==> images/clocks.png <==
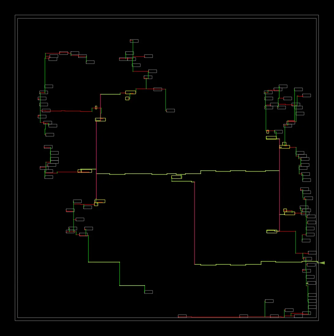
==> images/wires.png <==
Scale: 1 px per micron. Two of the layers only.
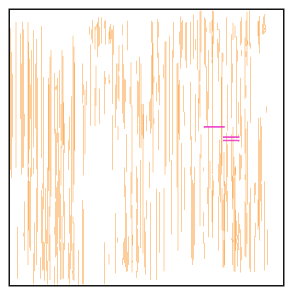
<file path="config.mk">
export PLATFORM = sky130hd
export DESIGN_NAME = alu_issue_pipe
export DESIGN_NICKNAME = d
export VERILOG_FILES = /design/src/rtl/alu_issue_pipe.sv
export SDC_FILE = /design/constraint.sdc
export NUM_CORES = 2
export LEC_CHECK = 0
export ABC_AREA = 1
export CAP_MARGIN = 20
export CORE_AREA = 2 2 271 273
export CTS_BUF_LIST = sky130_fd_sc_hd__clkbuf_8 sky130_fd_sc_hd__clkbuf_16
export DETAILED_ROUTE_END_ITERATION = 8
export DIE_AREA = 0 0 273 275
export PLACE_DENSITY_LB_ADDON = 0.1
export SLEW_MARGIN = 40
export SYNTH_ARGS = -nofsm -noshare
export SYNTH_HDL_FRONTEND = slang
export SYNTH_SLANG_ARGS = --single-unit
</file>
<file path="constraint.sdc">
create_clock -name clk_i -period 45.1 [get_ports clk_i]
set_clock_uncertainty 0.05 [all_clocks]
set_input_delay 9.02 -clock clk_i [delete_from_list [all_inputs] [get_ports clk_i]]
set_output_delay 9.02 -clock clk_i [all_outputs]
set_load 0.01 [all_outputs]
</file>
<file path="src/rtl/alu_issue_pipe.sv">
// Oldest-first issue of ready RS entries into NUM_ALU registered ALU lanes,
// each lane holding its result until the CDB arbiter accepts it.
module alu_issue_pipe #(
  parameter int NUM_RS    = 8,
  parameter int NUM_ALU   = 2,
  parameter int ROB_IDX_W = 5,
  parameter int XLEN      = 32,
  parameter int CNT_W     = 16
) (
  input  logic                         clk_i,
  input  logic                         rst_i,
  input  logic                         flush_i,
  input  logic                         stall_i,
  input  logic [ROB_IDX_W-1:0]         rob_head_i,
  input  logic [NUM_RS-1:0]            rs_valid_i,
  input  logic [NUM_RS*ROB_IDX_W-1:0]  rs_rob_idx_i,
  input  logic [NUM_RS*4-1:0]          rs_op_i,
  input  logic [NUM_RS*XLEN-1:0]       rs_src1_i,
  input  logic [NUM_RS*XLEN-1:0]       rs_src2_i,
  output logic [NUM_RS-1:0]            rs_clear_o,
  output logic [NUM_ALU-1:0]           res_valid_o,
  input  logic [NUM_ALU-1:0]           res_ready_i,
  output logic [NUM_ALU*ROB_IDX_W-1:0] res_rob_idx_o,
  output logic [NUM_ALU*XLEN-1:0]      res_data_o,
  output logic [CNT_W-1:0]             stall_cnt_o
);

  localparam int IDX_W = (NUM_RS > 1) ? $clog2(NUM_RS) : 1;
  localparam int SH_W  = $clog2(XLEN);

  function automatic logic [XLEN-1:0] alu_f(input logic [3:0] op,
                                            input logic [XLEN-1:0] a,
                                            input logic [XLEN-1:0] b);
    logic [SH_W-1:0] sh;
    sh = b[SH_W-1:0];
    case (op)
      4'd0:    alu_f = a + b;
      4'd1:    alu_f = a - b;
      4'd2:    alu_f = a & b;
      4'd3:    alu_f = a | b;
      4'd4:    alu_f = a ^ b;
      4'd5:    alu_f = a << sh;
      4'd6:    alu_f = a >> sh;
      4'd7:    alu_f = $signed(a) >>> sh;
      4'd8:    alu_f = {{(XLEN-1){1'b0}}, ($signed(a) < $signed(b))};
      4'd9:    alu_f = {{(XLEN-1){1'b0}}, (a < b)};
      default: alu_f = {XLEN{1'b0}};
    endcase
  endfunction

  logic [NUM_ALU-1:0]           res_valid_q, res_valid_d;
  logic [NUM_ALU*ROB_IDX_W-1:0] res_rob_idx_q, res_rob_idx_d;
  logic [NUM_ALU*XLEN-1:0]      res_data_q, res_data_d;
  logic [CNT_W-1:0]             stall_cnt_q, stall_cnt_d;

  logic                 issue_en;
  logic                 stall_ev;
  logic [NUM_RS-1:0]    taken;
  logic [NUM_ALU-1:0]   lane_go;
  logic [IDX_W-1:0]     lane_sel [NUM_ALU];
  logic [ROB_IDX_W-1:0] age [NUM_RS];

  assign issue_en = !rst_i && !flush_i && !stall_i;

  // Wrap-aware age relative to the ROB head
  always_comb begin
    for (int i = 0; i < NUM_RS; i++) begin
      age[i] = rs_rob_idx_i[i*ROB_IDX_W +: ROB_IDX_W] - rob_head_i;
    end
  end

  // Greedy fill of free lanes in ascending order; strict < keeps lower index on age ties
  always_comb begin
    logic                 found;
    logic [IDX_W-1:0]     best;
    logic [ROB_IDX_W-1:0] best_age;
    taken   = {NUM_RS{1'b0}};
    lane_go = {NUM_ALU{1'b0}};
    for (int l = 0; l < NUM_ALU; l++) begin
      lane_sel[l] = {IDX_W{1'b0}};
      found       = 1'b0;
      best        = {IDX_W{1'b0}};
      best_age    = {ROB_IDX_W{1'b0}};
      if (issue_en && (!res_valid_q[l] || res_ready_i[l])) begin
        for (int i = 0; i < NUM_RS; i++) begin
          if (rs_valid_i[i] && !taken[i] && (!found || (age[i] < best_age))) begin
            found    = 1'b1;
            best     = IDX_W'(i);
            best_age = age[i];
          end else begin
            found    = found;
          end
        end
        if (found) begin
          taken[best] = 1'b1;
          lane_go[l]  = 1'b1;
          lane_sel[l] = best;
        end else begin
          lane_go[l]  = 1'b0;
        end
      end else begin
        lane_go[l] = 1'b0;
      end
    end
  end

  assign stall_ev   = issue_en && |(rs_valid_i & ~taken);
  assign rs_clear_o = taken;

  // Lane result registers and stall counter next state
  always_comb begin
    res_valid_d   = res_valid_q;
    res_rob_idx_d = res_rob_idx_q;
    res_data_d    = res_data_q;
    if (flush_i) begin
      res_valid_d = {NUM_ALU{1'b0}};
    end else begin
      for (int l = 0; l < NUM_ALU; l++) begin
        if (lane_go[l]) begin
          res_valid_d[l] = 1'b1;
          res_rob_idx_d[l*ROB_IDX_W +: ROB_IDX_W] =
            rs_rob_idx_i[lane_sel[l]*ROB_IDX_W +: ROB_IDX_W];
          res_data_d[l*XLEN +: XLEN] = alu_f(rs_op_i[lane_sel[l]*4 +: 4],
                                             rs_src1_i[lane_sel[l]*XLEN +: XLEN],
                                             rs_src2_i[lane_sel[l]*XLEN +: XLEN]);
        end else if (res_ready_i[l]) begin
          res_valid_d[l] = 1'b0;
        end else begin
          res_valid_d[l] = res_valid_q[l];
        end
      end
    end
    if (stall_ev && (stall_cnt_q != {CNT_W{1'b1}})) begin
      stall_cnt_d = stall_cnt_q + {{(CNT_W-1){1'b0}}, 1'b1};
    end else begin
      stall_cnt_d = stall_cnt_q;
    end
  end

  // State registers with synchronous reset
  always_ff @(posedge clk_i) begin
    if (rst_i) begin
      res_valid_q   <= {NUM_ALU{1'b0}};
      res_rob_idx_q <= {(NUM_ALU*ROB_IDX_W){1'b0}};
      res_data_q    <= {(NUM_ALU*XLEN){1'b0}};
      stall_cnt_q   <= {CNT_W{1'b0}};
    end else begin
      res_valid_q   <= res_valid_d;
      res_rob_idx_q <= res_rob_idx_d;
      res_data_q    <= res_data_d;
      stall_cnt_q   <= stall_cnt_d;
    end
  end

  assign res_valid_o   = res_valid_q;
  assign res_rob_idx_o = res_rob_idx_q;
  assign res_data_o    = res_data_q;
  assign stall_cnt_o   = stall_cnt_q;

endmodule

</file>
==> impl_metrics.tcl <==
# flow metrics
set metrics [dict create \
    setup_slack_ps 3980 \
    cp_num_cells 132 \
    timing.rr.start "res_valid_o[0]$_SDFFE_PP0P_" \
    edf_count 0 \
    dp.cells 7744 \
    arrival_ps 32050 \
    tool_warnings 167 \
    largest_reg_flops 64 \
    gp_congestion 1.09 \
    grt_pass1_vias 42400 \
    final_cell_area_sq_um 41100 \
    synth_flops 92 \
    comb-power_uw 2190 \
    vias 47600 \
    yosysTopAreaCell "nand2_1" \
    synth-main-ff-cell "dfxtp_1" \
    first_pass_iters 7 \
    seq_power_uw 93.0 \
    drcViolationCount 0 \
    syn_inst 6392 \
    dominant_cells "multi-input combinational cells" \
    r2r-end "res_data_o[63]$_SDFFE_PP0P_" \
    ys_area_sq_um 33400 \
    slowest_stage "clkdlybuf4s50_1" \
    dp_slack_ps 4380 \
    status "completed" \
    drt_iter0_markers 7302 \
    ys_cells 6392 \
    buf_share_pct 19.1 \
    hpwl_mm 148 \
    ir_drop_v 0.0000444 \
    critPathCapture "rs_clear_o[1]" \
    syn_to_final_growth_pct 23.1 \
    max_freq_mhz 24.3 \
    die_w_microns 273 \
    startpoint_type "input pin" \
    hold_viol 0 \
    xor_share_pct 3.38 \
    syn_nets 7292 \
    critPathKind "input pin to primary output" \
    min_to "res_data_o[60]$_SDFFE_PP0P_" \
    buffers 806 \
    ys_warn_count 0 \
    ys_types 65 \
    fin_crit_sh_pct 91.2 \
    timing.hold.ws_ps 416 \
    worst_path_most_repeated_cell "nand2_1" \
    p_per_area_nw_per_um2 57.3 \
    final_common_cell "nand2_1" \
    wl_met1_mm 67.8 \
    mux_share_pct 0.359 \
    critPathLaunch "rob_head_i[0]" \
    cap_violations 0 \
    fp_util_pct 46.2 \
    post-route-util_pct 56.9 \
    synth.avg_cell_area_sq_um 5.23 \
    period_needed_ps 41120 \
    max-slew-margin-rel_pct 35.2 \
    syn_area_sq_um 33400 \
    hp-start "res_data_o[60]$_SDFFE_PP0P_" \
    sh_seq_area_pct 4.48 \
    track_usage_pct 47.2 \
    holdBufCountCts 0 \
    worst-path-max-fanout 96 \
    tns_ps 0 \
    setup_viol 0 \
]
Notes on clocks.png above:
Flops: 92
Clk. pwr: 80.6 uW
Num CTS Buffers: 9
clk ins delay skew pair: 400 ps
layout clock buffer count: 9

Notes on wires.png above:
colour	layer	wire length
magenta	metal 5	48.8 microns
orange	metal 4	16800 microns

No activity file was given, so power comes from the tool's default toggle rates.
